$ cat config.mk
export PLATFORM = sky130hd
export DESIGN_NAME = irq_prio_ctrl
export DESIGN_NICKNAME = d
export VERILOG_FILES = /design/src/rtl/irq_prio_ctrl.sv
export SDC_FILE = /design/constraint.sdc
export NUM_CORES = 1
export LEC_CHECK = 0
export ABC_AREA = 0
export CAP_MARGIN = 20
export CORE_MARGIN = 2
export CORE_UTILIZATION = 45
export DETAILED_ROUTE_END_ITERATION = 7
export GPL_TIMING_DRIVEN = 0
export PLACE_DENSITY = 0.73
export SYNTH_ARGS = -nofsm -noshare
export SYNTH_HDL_FRONTEND = slang
export SYNTH_SLANG_ARGS = --single-unit
$ cat constraint.sdc
create_clock -name i_clk -period 8 [get_ports i_clk]
set_input_delay 1.2 -clock i_clk [delete_from_list [all_inputs] [get_ports i_clk]]
set_output_delay 1.2 -clock i_clk [all_outputs]
set_load 0.01 [all_outputs]
$ cat src/rtl/irq_prio_ctrl.sv
// Vectored fixed-priority interrupt controller with nesting via an in-service bitmap.
// Optional software trigger input enabled by defining IRQC_SW_TRIGGER_EN.
module irq_prio_ctrl #(
  parameter int          NUM_SRC     = 8,
  parameter logic [15:0] VEC_BASE    = 16'hFFC0,
  parameter int          SYNC_STAGES = 2
) (
  input  logic               i_clk,
  input  logic               i_rst,
  input  logic [NUM_SRC-1:0] i_irq_in_n,
  input  logic               i_mask_wr,
  input  logic [NUM_SRC-1:0] i_mask_in,
  input  logic               i_mode_wr,
  input  logic [NUM_SRC-1:0] i_mode_in,
  input  logic               i_int_ack,
  input  logic               i_int_eoi,
`ifdef IRQC_SW_TRIGGER_EN
  input  logic [NUM_SRC-1:0] i_sw_set,
`endif
  output logic               o_cpu_irq_n,
  output logic [15:0]        o_vec_out,
  output logic               o_vec_valid,
  output logic [NUM_SRC-1:0] o_isr_out,
  output logic [NUM_SRC-1:0] o_pend_out
);

  localparam int IW = $clog2(NUM_SRC + 1);

  logic [NUM_SRC-1:0] r_sync [SYNC_STAGES];
  logic [NUM_SRC-1:0] r_s_d;
  logic [NUM_SRC-1:0] r_pend;
  logic [NUM_SRC-1:0] r_isr;
  logic [NUM_SRC-1:0] r_mask;
  logic [NUM_SRC-1:0] r_mode;
  logic               r_cpu_irq_n;
  logic [15:0]        r_vec;
  logic               r_vec_valid;

  logic [NUM_SRC-1:0] w_s;
  logic [NUM_SRC-1:0] w_fall;
  logic [NUM_SRC-1:0] w_req;
  logic [IW-1:0]      w_req_idx;
  logic [IW-1:0]      w_isr_idx;
  logic               w_elig;
  logic [IW-1:0]      w_vec_idx;
  logic [15:0]        w_vec;
  logic [NUM_SRC-1:0] w_ack_set;
  logic [NUM_SRC-1:0] w_eoi_clr;
  logic [NUM_SRC-1:0] w_mode_chg;
  logic [NUM_SRC-1:0] w_sw_set;
  logic [NUM_SRC-1:0] w_sw_hold_kept;
  logic [NUM_SRC-1:0] w_edge_nxt;
  logic [NUM_SRC-1:0] w_lvl_nxt;
  logic [NUM_SRC-1:0] w_pend_nxt;

  // Synchroniser and history flops reset high so releasing reset never looks like a falling edge.
  always_ff @(posedge i_clk or posedge i_rst) begin
    if (i_rst) begin
      for (int j = 0; j < SYNC_STAGES; j++) r_sync[j] <= '1;
      r_s_d <= '1;
    end else begin
      r_sync[0] <= i_irq_in_n;
      for (int j = 1; j < SYNC_STAGES; j++) r_sync[j] <= r_sync[j-1];
      r_s_d <= w_s;
    end
  end

  assign w_s    = r_sync[SYNC_STAGES-1];
  assign w_fall = r_s_d & ~w_s;
  assign w_req  = r_pend & ~r_mask & ~r_isr;

  // Lowest set index wins; an empty vector encodes as NUM_SRC.
  always_comb begin
    w_req_idx = IW'(NUM_SRC);
    w_isr_idx = IW'(NUM_SRC);
    for (int i = NUM_SRC - 1; i >= 0; i--) begin
      if (w_req[i]) w_req_idx = IW'(i);
      if (r_isr[i]) w_isr_idx = IW'(i);
    end
  end

  assign w_elig    = (|w_req) && (w_req_idx < w_isr_idx);
  assign w_vec_idx = w_elig ? w_req_idx : IW'(NUM_SRC);
  assign w_vec     = VEC_BASE + {15'(w_vec_idx), 1'b0};

  always_comb begin
    w_ack_set = '0;
    w_eoi_clr = '0;
    for (int i = 0; i < NUM_SRC; i++) begin
      if (i_int_ack && w_elig && (w_req_idx == IW'(i))) w_ack_set[i] = 1'b1;
      if (i_int_eoi && (w_isr_idx == IW'(i)))           w_eoi_clr[i] = 1'b1;
    end
  end

  assign w_mode_chg = i_mode_wr ? (i_mode_in ^ r_mode) : '0;

`ifdef IRQC_SW_TRIGGER_EN
  logic [NUM_SRC-1:0] r_sw_hold;

  // Level-mode sources need a sticky copy of a software trigger until it is acknowledged.
  always_ff @(posedge i_clk or posedge i_rst) begin
    if (i_rst) r_sw_hold <= '0;
    else       r_sw_hold <= (w_sw_hold_kept | (i_sw_set & ~r_mode)) & ~w_mode_chg;
  end

  assign w_sw_set       = i_sw_set;
  assign w_sw_hold_kept = r_sw_hold & ~w_ack_set;
`else
  assign w_sw_set       = '0;
  assign w_sw_hold_kept = '0;
`endif

  assign w_edge_nxt = (r_pend & ~w_ack_set) | w_fall | w_sw_set;
  assign w_lvl_nxt  = ~w_s | w_sw_set | w_sw_hold_kept;
  assign w_pend_nxt = ((r_mode & w_edge_nxt) | (~r_mode & w_lvl_nxt)) & ~w_mode_chg;

  always_ff @(posedge i_clk or posedge i_rst) begin
    if (i_rst) begin
      r_pend      <= '0;
      r_isr       <= '0;
      r_mask      <= '1;
      r_mode      <= '0;
      r_cpu_irq_n <= 1'b1;
      r_vec       <= 16'h0000;
      r_vec_valid <= 1'b0;
    end else begin
      r_pend      <= w_pend_nxt;
      r_isr       <= (r_isr & ~w_eoi_clr) | w_ack_set;
      r_cpu_irq_n <= ~w_elig;
      r_vec_valid <= i_int_ack;
      if (i_int_ack) r_vec  <= w_vec;
      if (i_mask_wr) r_mask <= i_mask_in;
      if (i_mode_wr) r_mode <= i_mode_in;
    end
  end

  assign o_cpu_irq_n = r_cpu_irq_n;
  assign o_vec_out   = r_vec;
  assign o_vec_valid = r_vec_valid;
  assign o_isr_out   = r_isr;
  assign o_pend_out  = r_pend;

endmodule

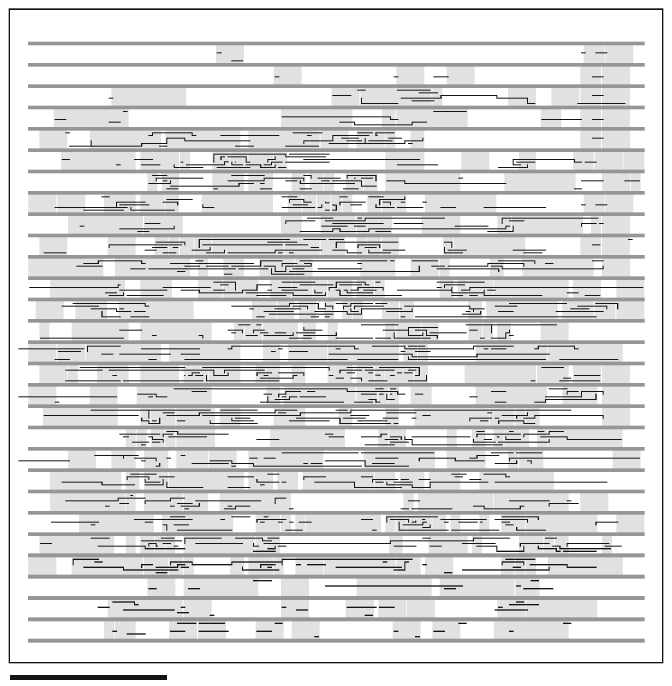
**Above:** run 1 (signal wires on met1).
Bar = 20 microns. Supply wires on this layer in grey.
longest straight run: 28.1 microns
main direction: horizontal
nets with wire on the layer: 305
grt met1 use: 24.1%
vias: 2159
DRT Wirelength: 5.95 mm

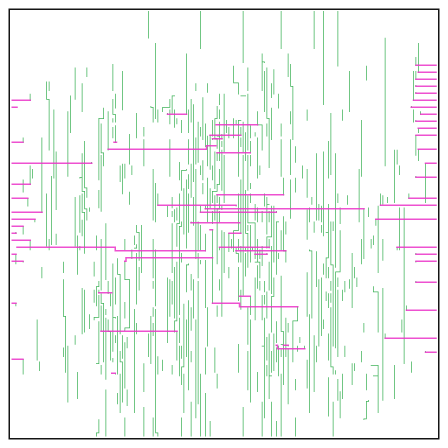
**Above:** run 1 (routed metal, one colour a layer).
Two of the layers only.
[magenta] met3 | wire length: 421 microns
[green] met2 | wire length: 2780 microns

==> flow_summary.ini, run 1 <==
; physical design summary
[outcome]
status = complete, no violations

[cts]
cts_sinks = 63
clock-root-buffer = clkbuf_8
ctsHoldBuffers = 0
ctsResizeCount = 0

[critical_path]
path_common_cell = nand3_1
r2r_slack_ns = 4.51
cp.arrival_ns = 3.70
reg2reg_from = o_isr_out[3]
critPathCaptureType = register
start_kind = register
crit_slowest_cell = nor4_1
crit_family = simple AND/OR/NAND/NOR gates
cp_max_fo = 8
path_class = reg2reg
r2r_end = o_pend_out[7]
path_cells = nor3b_2, nor4_1, a21boi_0, ha_1, nand3_1, nand3_1, a31oi_2, nand3b_1, o31a_1

[pwr]
internal_power_w = 0.000714
p_seq_share_pct = 38.4
swShare_pct = 36.5
powerComb_w = 0.000454
switchingPower_w = 0.000411
peakVddDrop_mv = 0.173

[synth]
simple_gate_share_pct = 12.6
yosys_register_bits = 63
yosys_area_sq_um = 2820
xor_share_pct = 2.48
synthTopCellsByArea = dfstp_2 31%, dfrtp_1 27%, mux2_2 4.0%
ys_sh_aoi_pct = 15.8
edf_count = 0
ys_sh_mux_pct = 3.99
ys_warn_count = 0

[layout]
final_cells = 403
logic_area_sq_um = 1030
clkCellAreaFrac_pct = 4.62
comb-cell-share_pct = 27.7
largestClassByArea = registers
nNetsFinal = 356
final_common_cell = clkdlybuf4s50_1
drive_gt1_share_pct = 23.8

[route]
drt_pass1_iterations = 4
wl_per_cell_microns = 14.8
met2_length_mm = 2.78

[global_route]
grt_pass1_wl_mm = 10.0
grt_start_max_net_pins = 43
met3_usage_pct = 6.26
busiest_layer = met2

[place]
placed_cells = 387
place_ws_ns = 4.56
dpl_cell_area_sq_um = 3540

[job]
openroad.warnings = 26
max-cap-violations = 0

[hold_path]
hold_start = r_sync[9]

[floorplanning]
fp-utilization_pct = 47.1

[sta]
fmax_mhz = 287
finalCriticalPeriod_ns = 3.49
slew_headroom_pct = 50.9
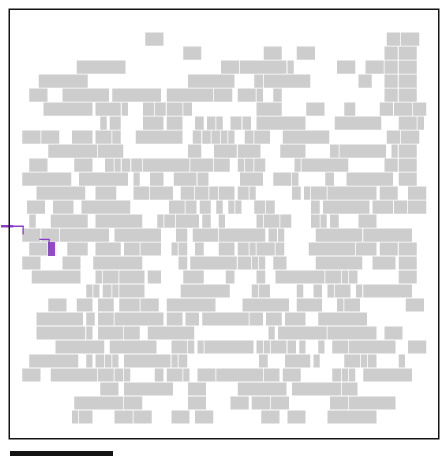
**Above:** run 1 (port wiring).
Bar = 20 microns.
[purple] `i_rst` | bits: 1 | direction: input | end cells: 1 | wire: 7.50 microns

**Run 1: congestion heat map**

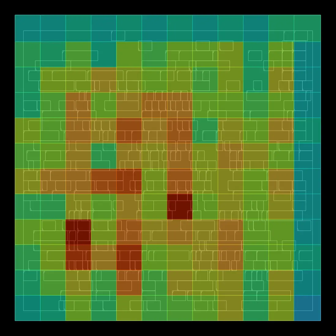

==> inputs of run 2 (changes only) <==
--- a/config.mk
+++ b/config.mk
@@ -11,7 +11,7 @@
 export CORE_UTILIZATION = 45
 export DETAILED_ROUTE_END_ITERATION = 7
 export GPL_TIMING_DRIVEN = 0
-export PLACE_DENSITY = 0.73
+export PLACE_DENSITY = 0.76
 export SYNTH_ARGS = -nofsm -noshare
 export SYNTH_HDL_FRONTEND = slang
 export SYNTH_SLANG_ARGS = --single-unit
==> constraint.sdc (replaced) <==
create_clock -name i_clk -period 2.9 [get_ports i_clk]
set_input_delay 0.435 -clock i_clk [delete_from_list [all_inputs] [get_ports i_clk]]
set_output_delay 0.435 -clock i_clk [all_outputs]
set_load 0.01 [all_outputs]
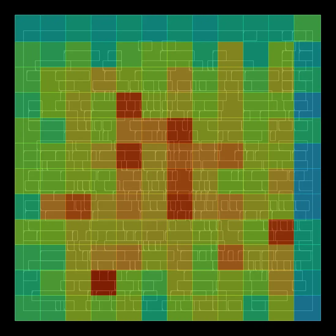
**Above:** run 2 (congestion heat map).
gr busiest metal: met2
grt met1 use: 25.8%
overall routing resource usage: 19.4%
met2 Use GR: 30.6%
wire per inst: 15.4 microns

==> run 2 against run 1 <==
  * Register-to-register slack got worse by 4.4 ns
  * Global-route usage increased by 1.1 points
  * Die size unchanged
  * Sequential power went up to 2.8 times the previous value
  * Routed wire length rose by 5.2%
  * Combinational power grew to 3.2 times the previous value
  * Maximum frequency is 26% higher
  * Sequential share of layout area down 1.8 points
  * Final area is 4.7% higher
==> flow_summary.ini, run 2 <==
; physical design summary
[route]
drt_iter0_drc = 170
vias = 2196
met2_length_mm = 3.06
drt_pass1_iterations = 4

[pwr]
powerComb_w = 0.00146
p_seq_share_pct = 35.8
internal_power_w = 0.00215
peakVddDrop_mv = 0.472
switchingPower_w = 0.00125
swShare_pct = 36.8

[cts]
cts_sinks = 63
ctsHoldBuffers = 0
ctsResizeCount = 14
clock-root-buffer = clkbuf_8

[global_route]
met3_usage_pct = 4.87
grt_start_max_net_pins = 42

[critical_path]
crit_slowest_cell = dfstp_2
path_cells = nor3b_4, nor4_4, and3_4, ha_2, a21oi_4, nand3_2, a31oi_4, nand3b_1, buf_4, o31a_1
rr_worst_depth = 10
reg2reg_from = r_mask[1]
cp_max_fo = 7
cpPeakStageDelay_ns = 0.56
cp.arrival_ns = 3.01
r2r_slack_ns = 0.12
r2r_end = o_pend_out[3]
critPathCaptureType = register
crit_family = simple AND/OR/NAND/NOR gates
start_kind = register
path_class = reg2reg

[synth]
ys.flop_type = dfstp_2
synthTopCellsByArea = dfstp_2 31%, dfrtp_1 27%, mux2_2 4.0%
xor_share_pct = 2.48
ys_sh_mux_pct = 3.99
simple_gate_share_pct = 12.6
yosys_register_bits = 63
edf_count = 0
ys_sh_aoi_pct = 15.8
synth_cell_types = 47
synthDominantCellAreaShare_pct = 30.7
ys_warn_count = 0
async_flop_share_pct = 100

[floorplanning]
dieArea_sq_um = 6920
die-height_microns = 83.2
fp-utilization_pct = 47.1
die_width_microns = 83.2

[sta]
slew_headroom_pct = 52.1
finalMaxSlewViolations = 0
worst_pin_slew_ns = 0.712
finalCriticalPeriod_ns = 2.78
fmax_mhz = 360

[place]
place_ws_ns = -0.573
placed_cells = 387
dpl_cell_area_sq_um = 3540

[layout]
clkCellAreaFrac_pct = 4.86
largestClassByArea = registers
final_common_cell = clkdlybuf4s50_1
nNetsFinal = 361
drive_gt1_share_pct = 31.0
logic_area_sq_um = 1140
comb-cell-share_pct = 29.4

[outcome]
status = complete, no violations

[hold_path]
hold_start = r_sync[11]

[job]
max-cap-violations = 0
openroad.warnings = 26
**Run 2: signal wires on met1**

Bar = 20 microns. Supply wires on this layer in grey.
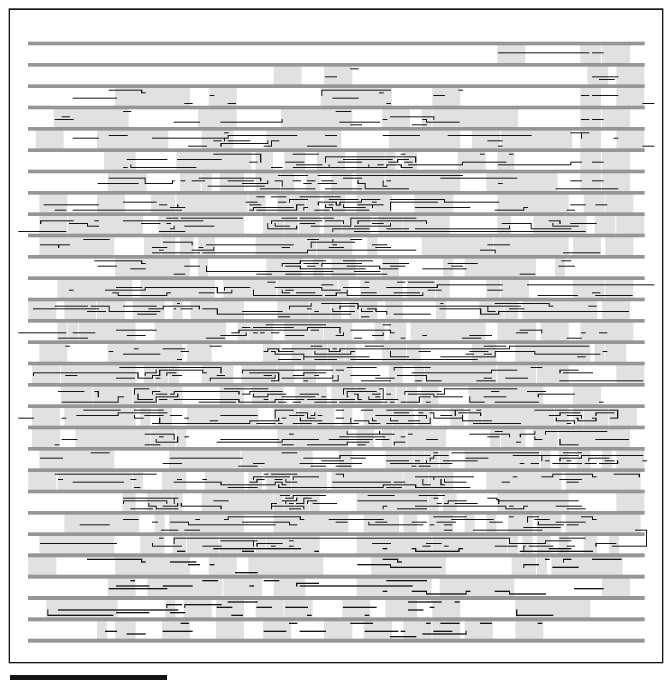

==> inputs of run 3 (changes only) <==
--- a/config.mk
+++ b/config.mk
@@ -7,6 +7,7 @@
 export LEC_CHECK = 0
 export ABC_AREA = 0
 export CAP_MARGIN = 20
+export CORE_ASPECT_RATIO = 0.5
 export CORE_MARGIN = 2
 export CORE_UTILIZATION = 45
 export DETAILED_ROUTE_END_ITERATION = 7
@@ -15,3 +16,4 @@
 export SYNTH_ARGS = -nofsm -noshare
 export SYNTH_HDL_FRONTEND = slang
 export SYNTH_SLANG_ARGS = --single-unit
+export TNS_END_PERCENT = 100
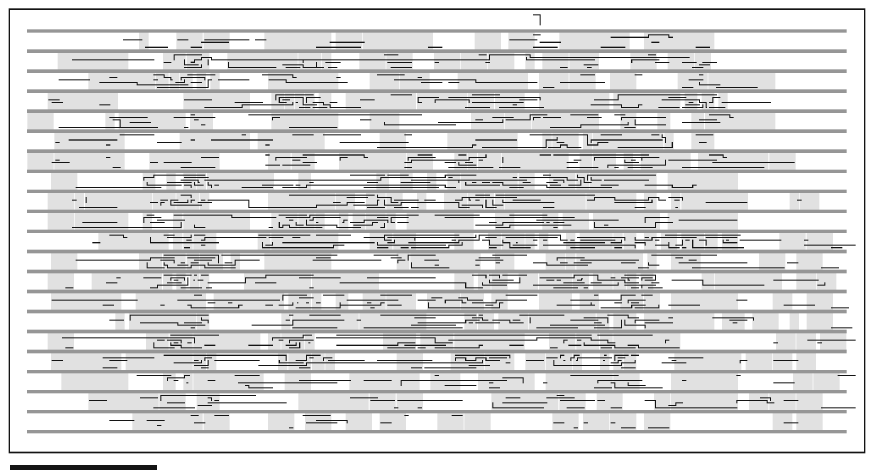
**Above:** run 3 (signal wires on met1).
Bar = 20 microns. Supply wires on this layer in grey.
longest straight run: 37.7 microns
share of all routed wire: 43%
main direction: horizontal

==> run 3 against run 2 <==
  * Utilization increased by 0.98 points
  * Power increased by 10%
  * Via count increased by 1.6%
  * Clock skew decreased by 0.0038 ns
  * Combinational power increased by 3%
  * Routed wire length increased by 12%
  * Count of clock-buffer cells in the layout unchanged
  * Critical path depth unchanged
  * Sequential power about the same
  * Critical path type unchanged
  * Critical endpoint is now o_pend_out[7]
  * Largest power group unchanged
  * Highest routed layer unchanged
==> flow_summary.ini, run 3 <==
; physical design summary
[outcome]
status = complete, no violations

[route]
vias = 2232
drt_iter0_drc = 125
met2_length_mm = 3.50
wl_mm = 7.01
drc = 0
drt_pass1_iterations = 4
top_layer_used = met4
wl_per_cell_microns = 16.7

[critical_path]
path_class = reg2reg
start_kind = register
critPathCaptureType = register
required_ns = 3.11
r2r_slack_ns = 0.12
cpPeakStageDelay_ns = 0.42
rr_worst_depth = 10
cp.arrival_ns = 3.00
path_cells = or3b_4, nor2b_2, and3_2, ha_4, a21oi_2, nand3_2, a31oi_4, nand3b_1, buf_4, o31a_1
cp_max_fo = 6
reg2reg_from = o_isr_out[6]
r2r_end = o_pend_out[7]
path_buffers = 1
crit_slowest_cell = dfrtp_1
crit_family = simple AND/OR/NAND/NOR gates

[synth]
xor_share_pct = 2.48
ys.flop_type = dfstp_2
yosys_area_sq_um = 2820
ys_warn_count = 0
ys_sh_mux_pct = 3.99
synthDominantCellAreaShare_pct = 30.7
edf_count = 0
ys_seq_share_pct = 57.4
ys_sh_adder_pct = 1.33
synth_cell_types = 47
synthTopCellsByArea = dfstp_2 31%, dfrtp_1 27%, mux2_2 4.0%
yosys_register_bits = 63
simple_gate_share_pct = 12.6
ys_sh_aoi_pct = 15.8
async_flop_share_pct = 100

[sta]
finalMaxSlewViolations = 0
tns_ns = 0
fmax_mhz = 359
worst_pin_slew_ns = 0.757
setup_viol = 0
slew_headroom_pct = 49.0
finalCriticalPeriod_ns = 2.78

[global_route]
grt_util_met1_pct = 25.1
grtUsageMet2_pct = 37.2
busiest_layer = met2
grt_start_max_net_pins = 34
grt_usage_pct = 21.6
met3_usage_pct = 6.19
grt_pass1_wl_mm = 10.8
antenna_found_initial = 0
grt_pass1_vias = 2218

[layout]
nNetsFinal = 362
largestClassByArea = registers
comb-cell-share_pct = 28.4
drive_gt1_share_pct = 30.0
clkCellAreaFrac_pct = 7.03
final_cells = 421
final_common_cell = clkdlybuf4s50_1
logic_area_sq_um = 1130
final_core_util_pct = 65.8
fill_cells = 509
areaGrowthSynthToFinish_pct = 41.3

[cts]
clock-root-buffer = clkbuf_16
cts_sinks = 63
ctsHoldBuffers = 0
ctsResizeCount = 8

[pwr]
peakVddDrop_mv = 0.528
swShare_pct = 35.8
switchingPower_w = 0.00134
p_seq_share_pct = 32.4
power_top_consumer = combinational logic
powerComb_w = 0.00151
internal_power_w = 0.00240

[job]
max-cap-violations = 0
openroad.warnings = 26

[floorplanning]
die-height_microns = 60.0
core_sq_um = 6060
dieArea_sq_um = 6950
die_width_microns = 116
fp-utilization_pct = 46.6

[place]
dpl_cell_area_sq_um = 3550
placed_cells = 400
place_ws_ns = -0.540

[hold_path]
hold_start = r_sync[14]
Power and IR drop assume default switching activity.
